Fig. 1: run 1, metal 2
Bar = 50 um. Cells faint in the background.
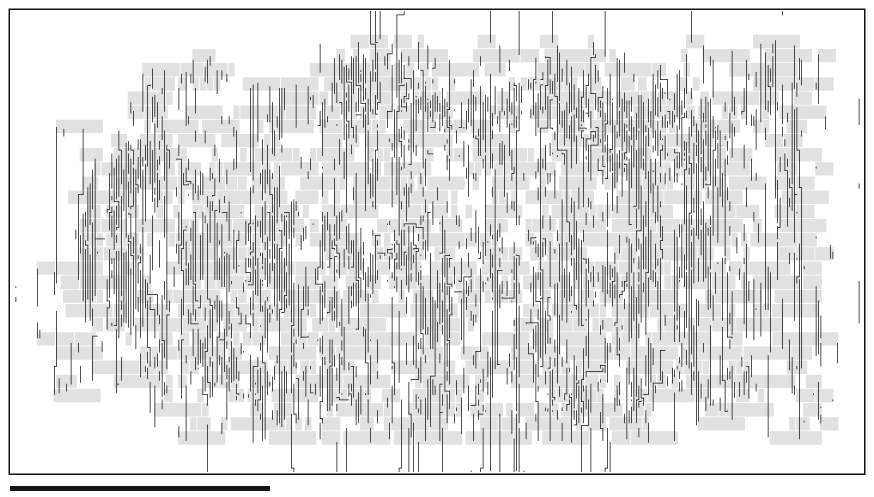
Fig. 2: run 1, routing congestion map
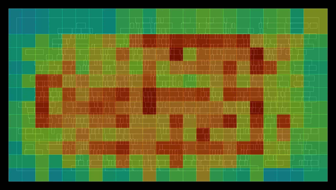
Fig. 3: run 1, metal 1
Bar = 50 um. Supply wires on this layer in grey. Cells faint in the background.
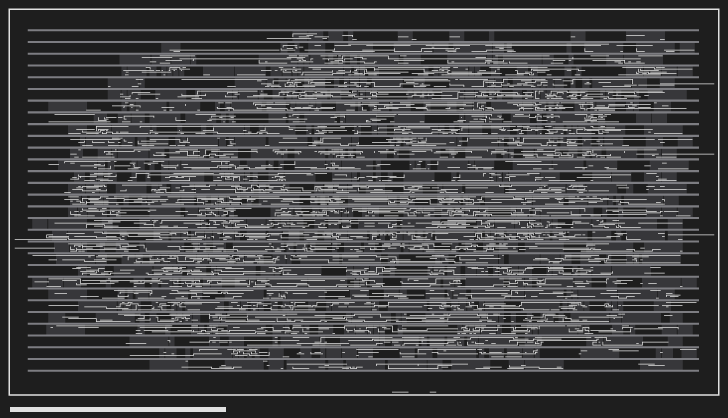
Fig. 4: run 1, a small window of the routed layout
Bar = 10 um. Region (62, 7) to (102, 47) um. Cells in grey, sequential cells in the stronger grey; small squares are vias.
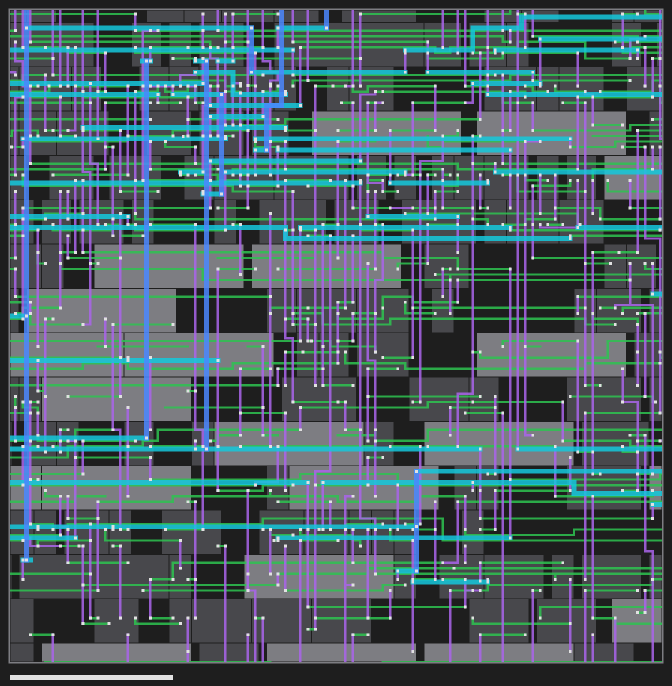
===== config.mk =====
export PLATFORM = sky130hd
export DESIGN_NAME = yuv2rgb_seq
export DESIGN_NICKNAME = d
export VERILOG_FILES = /design/src/rtl/yuv2rgb_seq.sv
export SDC_FILE = /design/constraint.sdc
export NUM_CORES = 1
export LEC_CHECK = 0
export ABC_CLOCK_PERIOD_IN_PS = 9700
export CAP_MARGIN = 25
export CORE_AREA = 4 4 160 85
export DETAILED_ROUTE_END_ITERATION = 8
export DIE_AREA = 0 0 164 89
export GPL_TIMING_DRIVEN = 0
export HOLD_SLACK_MARGIN = 0.08
export PLACE_DENSITY = 0.8
export SETUP_SLACK_MARGIN = 0.02
export SLEW_MARGIN = 40
export SYNTH_ARGS = -nofsm -noshare
export SYNTH_HDL_FRONTEND = slang
export SYNTH_SLANG_ARGS = --single-unit

===== constraint.sdc =====
create_clock -name clk -period 9.7 [get_ports clk]
set_clock_uncertainty 0.2 [all_clocks]
set_input_delay 1.94 -clock clk [delete_from_list [all_inputs] [get_ports clk]]
set_output_delay 1.94 -clock clk [all_outputs]
set_load 0.02 [all_outputs]

===== src/rtl/yuv2rgb_seq.sv =====
// Sequential YUV -> RGB converter: one shared multiplier walks four chroma terms
// over MUL0..MUL3, then results are saturated into registered 9-bit outputs.
module yuv2rgb_seq #(
  parameter int BITS    = 9,
  parameter int FRAC    = 6,
  parameter int OFFSET  = 128,
  parameter int COEF_RV = 90,
  parameter int COEF_BU = 113,
  parameter int COEF_GU = 22,
  parameter int COEF_GV = 46
) (
  input  logic            clk,
  input  logic            rst,
  input  logic            start,
  input  logic [BITS-1:0] inportY,
  input  logic [BITS-1:0] inportU,
  input  logic [BITS-1:0] inportV,
  output logic [BITS-1:0] outportR,
  output logic [BITS-1:0] outportG,
  output logic [BITS-1:0] outportB,
  output logic            busy,
  output logic            done
);

  typedef enum logic [2:0] {
    IDLE = 3'd0,
    MUL0 = 3'd1,
    MUL1 = 3'd2,
    MUL2 = 3'd3,
    MUL3 = 3'd4,
    DONE = 3'd5
  } state_t;

  localparam logic signed [11:0] OFFSET_S = 12'(OFFSET);
  localparam logic [7:0]         C_RV     = 8'(COEF_RV);
  localparam logic [7:0]         C_BU     = 8'(COEF_BU);
  localparam logic [7:0]         C_GU     = 8'(COEF_GU);
  localparam logic [7:0]         C_GV     = 8'(COEF_GV);
  localparam logic [BITS-1:0]    PIX_MAX  = BITS'(255);

  state_t state_q, state_d;

  logic signed [11:0] y_q, y_d;
  logic signed [11:0] ud_q, ud_d;
  logic signed [11:0] vd_q, vd_d;
  logic signed [11:0] acc_r_q, acc_r_d;
  logic signed [11:0] acc_b_q, acc_b_d;
  logic signed [11:0] acc_g_q, acc_g_d;
  logic [BITS-1:0]    out_r_q, out_r_d;
  logic [BITS-1:0]    out_g_q, out_g_d;
  logic [BITS-1:0]    out_b_q, out_b_d;
  logic               done_q, done_d;

  logic signed [11:0] mul_opnd;
  logic [7:0]         mul_coef;
  logic signed [15:0] prod;
  logic signed [15:0] prod_shift;
  logic signed [11:0] prod_term;
  logic signed [11:0] acc_g_final;
  logic signed [11:0] u_ext;
  logic signed [11:0] v_ext;

  // Bit 8 of the pixel bus and the top bits of the shifted product carry no information.
  logic unused_bits;
  assign unused_bits = ^{inportY[BITS-1:8], inportU[BITS-1:8], inportV[BITS-1:8],
                         prod_shift[15:12]};

  function automatic logic [BITS-1:0] sat(input logic signed [11:0] a);
    logic [BITS-1:0] r;
    if (a < 12'sd0) begin
      r = '0;
    end else if (a > 12'sd255) begin
      r = PIX_MAX;
    end else begin
      r = BITS'(a[7:0]);
    end
    return r;
  endfunction

  // State register
  always_ff @(posedge clk or posedge rst) begin
    if (rst) begin
      state_q <= IDLE;
    end else begin
      state_q <= state_d;
    end
  end

  // Next-state logic
  always_comb begin
    state_d = state_q;
    case (state_q)
      IDLE:    if (start) state_d = MUL0;
      MUL0:    state_d = MUL1;
      MUL1:    state_d = MUL2;
      MUL2:    state_d = MUL3;
      MUL3:    state_d = DONE;
      DONE:    state_d = IDLE;
      default: state_d = IDLE;
    endcase
  end

  // Output / control decode: busy flag and the multiplier operand/coefficient select
  always_comb begin
    busy     = (state_q != IDLE);
    mul_opnd = '0;
    mul_coef = '0;
    case (state_q)
      MUL0: begin
        mul_opnd = vd_q;
        mul_coef = C_RV;
      end
      MUL1: begin
        mul_opnd = ud_q;
        mul_coef = C_BU;
      end
      MUL2: begin
        mul_opnd = ud_q;
        mul_coef = C_GU;
      end
      MUL3: begin
        mul_opnd = vd_q;
        mul_coef = C_GV;
      end
      default: begin
        mul_opnd = '0;
        mul_coef = '0;
      end
    endcase
  end

  // The single shared multiplier; coefficients are positive, so zero-extend them.
  assign prod       = $signed({{4{mul_opnd[11]}}, mul_opnd}) * $signed({8'b0, mul_coef});
  assign prod_shift = prod >>> FRAC;
  assign prod_term  = prod_shift[11:0];

  assign u_ext       = $signed({4'b0, inportU[7:0]});
  assign v_ext       = $signed({4'b0, inportV[7:0]});
  assign acc_g_final = acc_g_q - prod_term;

  // Datapath next-state: capture, accumulate, and final saturating load
  always_comb begin
    y_d     = y_q;
    ud_d    = ud_q;
    vd_d    = vd_q;
    acc_r_d = acc_r_q;
    acc_b_d = acc_b_q;
    acc_g_d = acc_g_q;
    out_r_d = out_r_q;
    out_g_d = out_g_q;
    out_b_d = out_b_q;
    done_d  = 1'b0;
    case (state_q)
      IDLE: begin
        if (start) begin
          y_d  = $signed({4'b0, inportY[7:0]});
          ud_d = u_ext - OFFSET_S;
          vd_d = v_ext - OFFSET_S;
        end
      end
      MUL0: acc_r_d = y_q + prod_term;
      MUL1: acc_b_d = y_q + prod_term;
      MUL2: acc_g_d = y_q - prod_term;
      MUL3: begin
        acc_g_d = acc_g_final;
        out_r_d = sat(acc_r_q);
        out_g_d = sat(acc_g_final);
        out_b_d = sat(acc_b_q);
        done_d  = 1'b1;
      end
      default: begin
        done_d = 1'b0;
      end
    endcase
  end

  always_ff @(posedge clk or posedge rst) begin
    if (rst) begin
      y_q     <= '0;
      ud_q    <= '0;
      vd_q    <= '0;
      acc_r_q <= '0;
      acc_b_q <= '0;
      acc_g_q <= '0;
      out_r_q <= '0;
      out_g_q <= '0;
      out_b_q <= '0;
      done_q  <= 1'b0;
    end else begin
      y_q     <= y_d;
      ud_q    <= ud_d;
      vd_q    <= vd_d;
      acc_r_q <= acc_r_d;
      acc_b_q <= acc_b_d;
      acc_g_q <= acc_g_d;
      out_r_q <= out_r_d;
      out_g_q <= out_g_d;
      out_b_q <= out_b_d;
      done_q  <= done_d;
    end
  end

  assign outportR = out_r_q;
  assign outportG = out_g_q;
  assign outportB = out_b_q;
  assign done     = done_q;

endmodule


==> flow_summary.toml, run 1 <==
# generated from flow reports
[detailed_routing]
drc = 0
routed-wl-met2_mm = 7.79
routedLengthMet1_mm = 8.70
vias_per_cell = 5.94
via_count_of_the_routed_design = 6139

[logic_synthesis]
yosys-stat-cells = 790
synth.lib_cells_used.distinct = 58
synth_area_leader = "dfrtp_1"
ys_top_cells_by_area = "dfrtp_1 (30%), fa_1 (13%), ha_1 (9.1%)"
synth_async_sr_flop_share_pct = 100

[layout]
reg.largest.list = "acc_g_q (12), acc_b_q (11), acc_r_q (11)"
buffers_excl_clock = 92
top_register = "acc_g_q"
sh_seq_area_pct = 26.2
sequential_cell_total = 86
layout-drive-gt1-share_pct = 7.07
clock_tree_area_fraction_pct = 3.42
largest_register_ffs = 12
design.final.nets = 988
non_clock_inverter_count = 92

[worst_setup_path]
worst_r2r_endpoint = "outportG[1]$_DFFE_PP0P_"
timing.critical_path.to = "outportG[1]$_DFFE_PP0P_"
critical_path_cell_count = 29
crit_fanout = 10

[timing]
hold_ws_ps = 279
slew_headroom_pct = 51.2
worst_slack_ps = 247

[flow_run]
warning_count = 39

[grt]
grt_pass1_wl_mm = 31.1

[min_path]
holdPathStages = 2
min_delay_endpoint = "outportR[5]$_DFFE_PP0P_"

[die]
core_area_sq_um = 12300

[placement]
place.detailed.instances = 1015

[run_status]
outcome = "completed"
-- Fig. 1 (at the start) --
nets with wire on the layer: 830
main direction: vertical
share of all routed wire: 40%
wire length on this layer: 7790 um
longest straight run: 38.2 um

-- Fig. 2 (at the start) --
busiest layer in global routing: met1
drt wl/cell: 18.9 um
met3 track demand over resource: 9.30%

-- Fig. 3 (at the start) --
wire length on this layer: 8700 um
share of all routed wire: 45%

-- Fig. 4 (at the start) --
[cyan] metal 3
[purple] metal 2
[green] metal 1
[blue] metal 4
cells with their middle in the window: 120
sequential cells in the window: 14
netlist names of flops here include: acc_b_q (3), outportG (3), acc_g_q (2)
most frequent: dfrtp_1 (14), nor2_1 (13), nand2_1 (13)

## Run 2: what changed since run 1
--- a/config.mk
+++ b/config.mk
@@ -6,7 +6,7 @@
 export NUM_CORES = 1
 export LEC_CHECK = 0
 export ABC_CLOCK_PERIOD_IN_PS = 9700
-export CAP_MARGIN = 25
+export CAP_MARGIN = 40
 export CORE_AREA = 4 4 160 85
 export DETAILED_ROUTE_END_ITERATION = 8
 export DIE_AREA = 0 0 164 89
Fig. 5: run 2, metal 2
Bar = 50 um. Cells faint in the background.
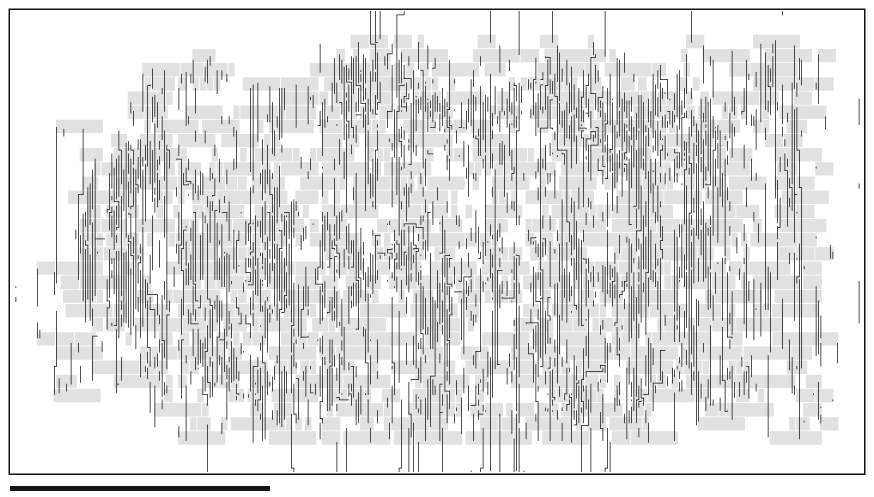
nets with wire on the layer: 830
longest straight run: 38.2 um

Fig. 6: run 2, routing congestion map
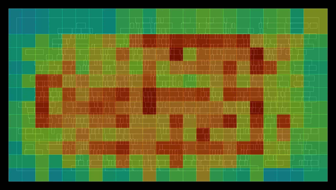
combined global-route utilization of all metal layers: 27.7%
fin util: 67.0%
global-route met1 utilization: 41.2%
met2 Track Usage GR: 39.4%

==> run 2 against run 1 <==
Core utilization unchanged. Non-clock buffer count did not move. First-iteration DRC count unchanged. Final area unchanged. Die size unchanged. Critical path depth stayed put. Via count did not move. Synthesized cell count unchanged. Critical path type unchanged. Highest routed layer unchanged.
==> flow_summary.toml, run 2 <==
# generated from flow reports
[run_status]
outcome = "completed"

[logic_synthesis]
mappedNetlistArea_sq_um = 7120
synth_area_leader = "dfrtp_1"
synth.lib_cells_used.distinct = 58
synth_adder_area_share_pct = 22.6
synth.yosys.chip_area_sq_um = 7120
synth_async_sr_flop_share_pct = 100
yosys-stat-cells = 790
multiplexer_area_fraction_after_synthesis_pct = 3.29
yosys.area_share.aoi_pct = 17.9
ys_top_cells_by_area = "dfrtp_1 (30%), fa_1 (13%), ha_1 (9.1%)"

[layout]
largest_register_ffs = 12
fraction_of_standard_cell_area_in_multi_input_logic_pct = 54.5
sequential_cell_total = 86
design.final.nets = 988
clock_tree_area_fraction_pct = 3.42
buffers_excl_clock = 92
top_register = "acc_g_q"
non_clock_inverter_count = 92
area.combinational_sq_um = 4480
sh_seq_area_pct = 26.2
post_layout_nonfiller_instances = 1033
final-seq-area_sq_um = 2150
layout-drive-gt1-share_pct = 7.07
diodes_inserted = 0
reg.largest.list = "acc_g_q (12), acc_b_q (11), acc_r_q (11)"

[timing]
worst_slack_ps = 247
hold_ws_ps = 279
timing_hold_violations_final = 0
top_achievable_clock_speed_ghz = 0.106
final-setup-viol-count = 0
slew_headroom_pct = 51.2

[detailed_routing]
routedLengthMet1_mm = 8.70
drc = 0
ant_nets = 0
routed-wl-met2_mm = 7.79
route.top_layer_used = "met4"
wl_mm = 19.5
wl_per_cell_um = 18.9
via_count_of_the_routed_design = 6139
vias_per_cell = 5.94

[min_path]
holdPathStages = 2
min_delay_endpoint = "outportR[5]$_DFFE_PP0P_"

[grt]
grt_antenna_before_repair = 0
gr-usage-met3_pct = 9.30
grt_pass1_wl_mm = 31.1
busiest_layer_in_global_routing = "met1"

[worst_setup_path]
worst-endpoint-required_ps = 9700
crit_slowest_cell = "nor2b_1"
critPathLaunch = "state_q[2]$_DFFE_PP0P_"
crit_fanout = 10
timing.critical_path.to = "outportG[1]$_DFFE_PP0P_"
worst_r2r_endpoint = "outportG[1]$_DFFE_PP0P_"
critical_path.reg2reg.startpoint = "state_q[2]$_DFFE_PP0P_"
critical_path_cell_count = 29
worst-setup-path-type = "register to register"
crit_family = "adder cells"
worst-r2r-cell-count = 29

[cts]
h_tree_depth = 3
cts_setup_buffers = 0
clkTransAtPathRegs_ps = 70
cts_inserted_buffers = 9
cts_tree = "yes"

[placement]
buffer_ports.inserted = 52
place.detailed.instances = 1015

[die]
core_area_sq_um = 12300
die_area_sq_um = 14600
tapCellCount = 170
die-width_um = 164

[flow_run]
warning_count = 39
maxCapViolCount = 0
## Run 3: what changed since run 2
--- a/config.mk
+++ b/config.mk
@@ -7,12 +7,14 @@
 export LEC_CHECK = 0
 export ABC_CLOCK_PERIOD_IN_PS = 9700
 export CAP_MARGIN = 40
-export CORE_AREA = 4 4 160 85
+export CELL_PAD_IN_SITES_DETAIL_PLACEMENT = 0
+export CELL_PAD_IN_SITES_GLOBAL_PLACEMENT = 1
+export CORE_AREA = 2 2 179 93
 export DETAILED_ROUTE_END_ITERATION = 8
-export DIE_AREA = 0 0 164 89
+export DIE_AREA = 0 0 181 95
 export GPL_TIMING_DRIVEN = 0
 export HOLD_SLACK_MARGIN = 0.08
-export PLACE_DENSITY = 0.8
+export PLACE_DENSITY_LB_ADDON = 0.1
 export SETUP_SLACK_MARGIN = 0.02
 export SLEW_MARGIN = 40
 export SYNTH_ARGS = -nofsm -noshare
Fig. 7: run 3, routing congestion map
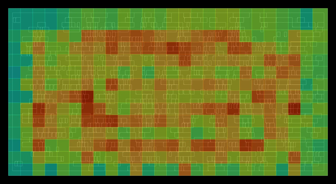
fin util: 52.3%
global-route met1 utilization: 40.2%
met3 track demand over resource: 8.06%

Fig. 8: run 3, metal 1
Bar = 50 um. Supply wires on this layer in grey. Cells faint in the background.
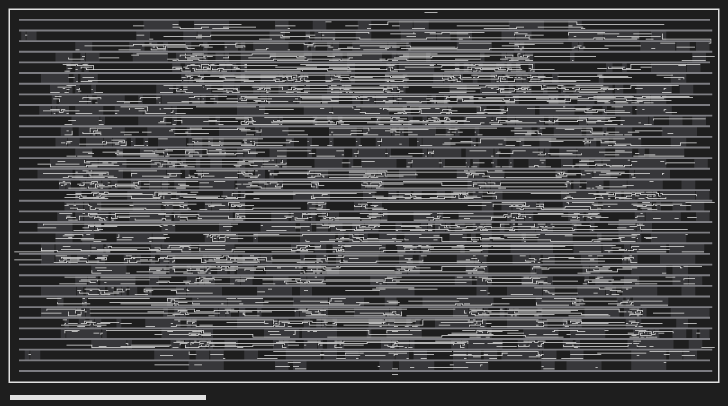
main direction: horizontal
longest straight run: 48.3 um
wire length on this layer: 10700 um
share of all routed wire: 54%
nets with wire on the layer: 907

==> run 3 against run 2 <==
Sequential share of layout area decreased by 0.25 points. Sequential cell count stayed put. Core utilization shrank 15 points. Via count is 4.8% lower. Fmax rose by 3.5%. Count of clock-buffer cells in the layout unchanged. Critical endpoint is now outportG[6]$_DFFE_PP0P_. Highest routed layer unchanged.
==> flow_summary.toml, run 3 <==
# generated from flow reports
[worst_setup_path]
crit_slowest_cell = "fa_1"
critical_path_cell_count = 31
worst-endpoint-required_ps = 9740
crit_fanout = 10
worst_r2r_endpoint = "outportG[6]$_DFFE_PP0P_"
crit_family = "adder cells"
critical_path.reg2reg.startpoint = "state_q[2]$_DFFE_PP0P_"
critPathLaunch = "state_q[2]$_DFFE_PP0P_"
worst-setup-path-type = "register to register"
worst-r2r-cell-count = 31

[logic_synthesis]
synth_area_leader = "dfrtp_1"
synth_async_sr_flop_share_pct = 100
multiplexer_area_fraction_after_synthesis_pct = 3.29
yosys.area_share.aoi_pct = 17.9
ys_top_cells_by_area = "dfrtp_1 (30%), fa_1 (13%), ha_1 (9.1%)"
synth.yosys.chip_area_sq_um = 7120
mappedNetlistArea_sq_um = 7120
yosysWarningCount = 0
yosys-stat-cells = 790
synth.lib_cells_used.distinct = 58
portion_of_the_post_synthesis_area_used_by_sequential_elements_pct = 30.2
synth-main-ff-cell = "dfrtp_1"

[grt]
grt_pass1_wl_mm = 31.3
busiest_layer_in_global_routing = "met1"
grt_util_all_layers_pct = 24.5
met2_usage_pct = 30.2

[cts]
clkTransAtPathRegs_ps = 70
h_tree_depth = 3
cts_inserted_buffers = 9
cts_tree = "yes"
cts_setup_buffers = 0

[detailed_routing]
wl_per_cell_um = 18.4
wl_mm = 19.8
via_count_of_the_routed_design = 5844
ant_nets = 0
routed-wl-met2_mm = 7.06
route.top_layer_used = "met4"
vias_per_cell = 5.45
routedLengthMet1_mm = 10.7
drc = 0

[layout]
post_layout_nonfiller_instances = 1073
sh_seq_area_pct = 25.9
design.final.nets = 988
top_register = "acc_g_q"
sequential_cell_total = 86
area.combinational_sq_um = 4490
fillCellCount = 1496
final-seq-area_sq_um = 2150
largest_register_ffs = 12
clock_tree_area_fraction_pct = 3.60
layout-drive-gt1-share_pct = 7.53
diodes_inserted = 0
fraction_of_standard_cell_area_in_multi_input_logic_pct = 54.1
non_clock_inverter_count = 92
dominant_logic_cell_type_in_the_layout = "nand2_1"
reg.largest.list = "acc_g_q (12), acc_b_q (11), acc_r_q (11)"

[run_status]
outcome = "completed"

[timing]
slew_headroom_pct = 47.1
top_achievable_clock_speed_ghz = 0.110
timing_hold_violations_final = 0
final-setup-viol-count = 0
hold_ws_ps = 275

[die]
die-width_um = 181
tapCellCount = 210
core_area_sq_um = 15900
die_area_sq_um = 17200

[flow_run]
warning_count = 39
maxCapViolCount = 0

[min_path]
holdPathStages = 2
min_delay_endpoint = "acc_r_q[9]$_DFFE_PP0N_"

[placement]
place.detailed.instances = 1055
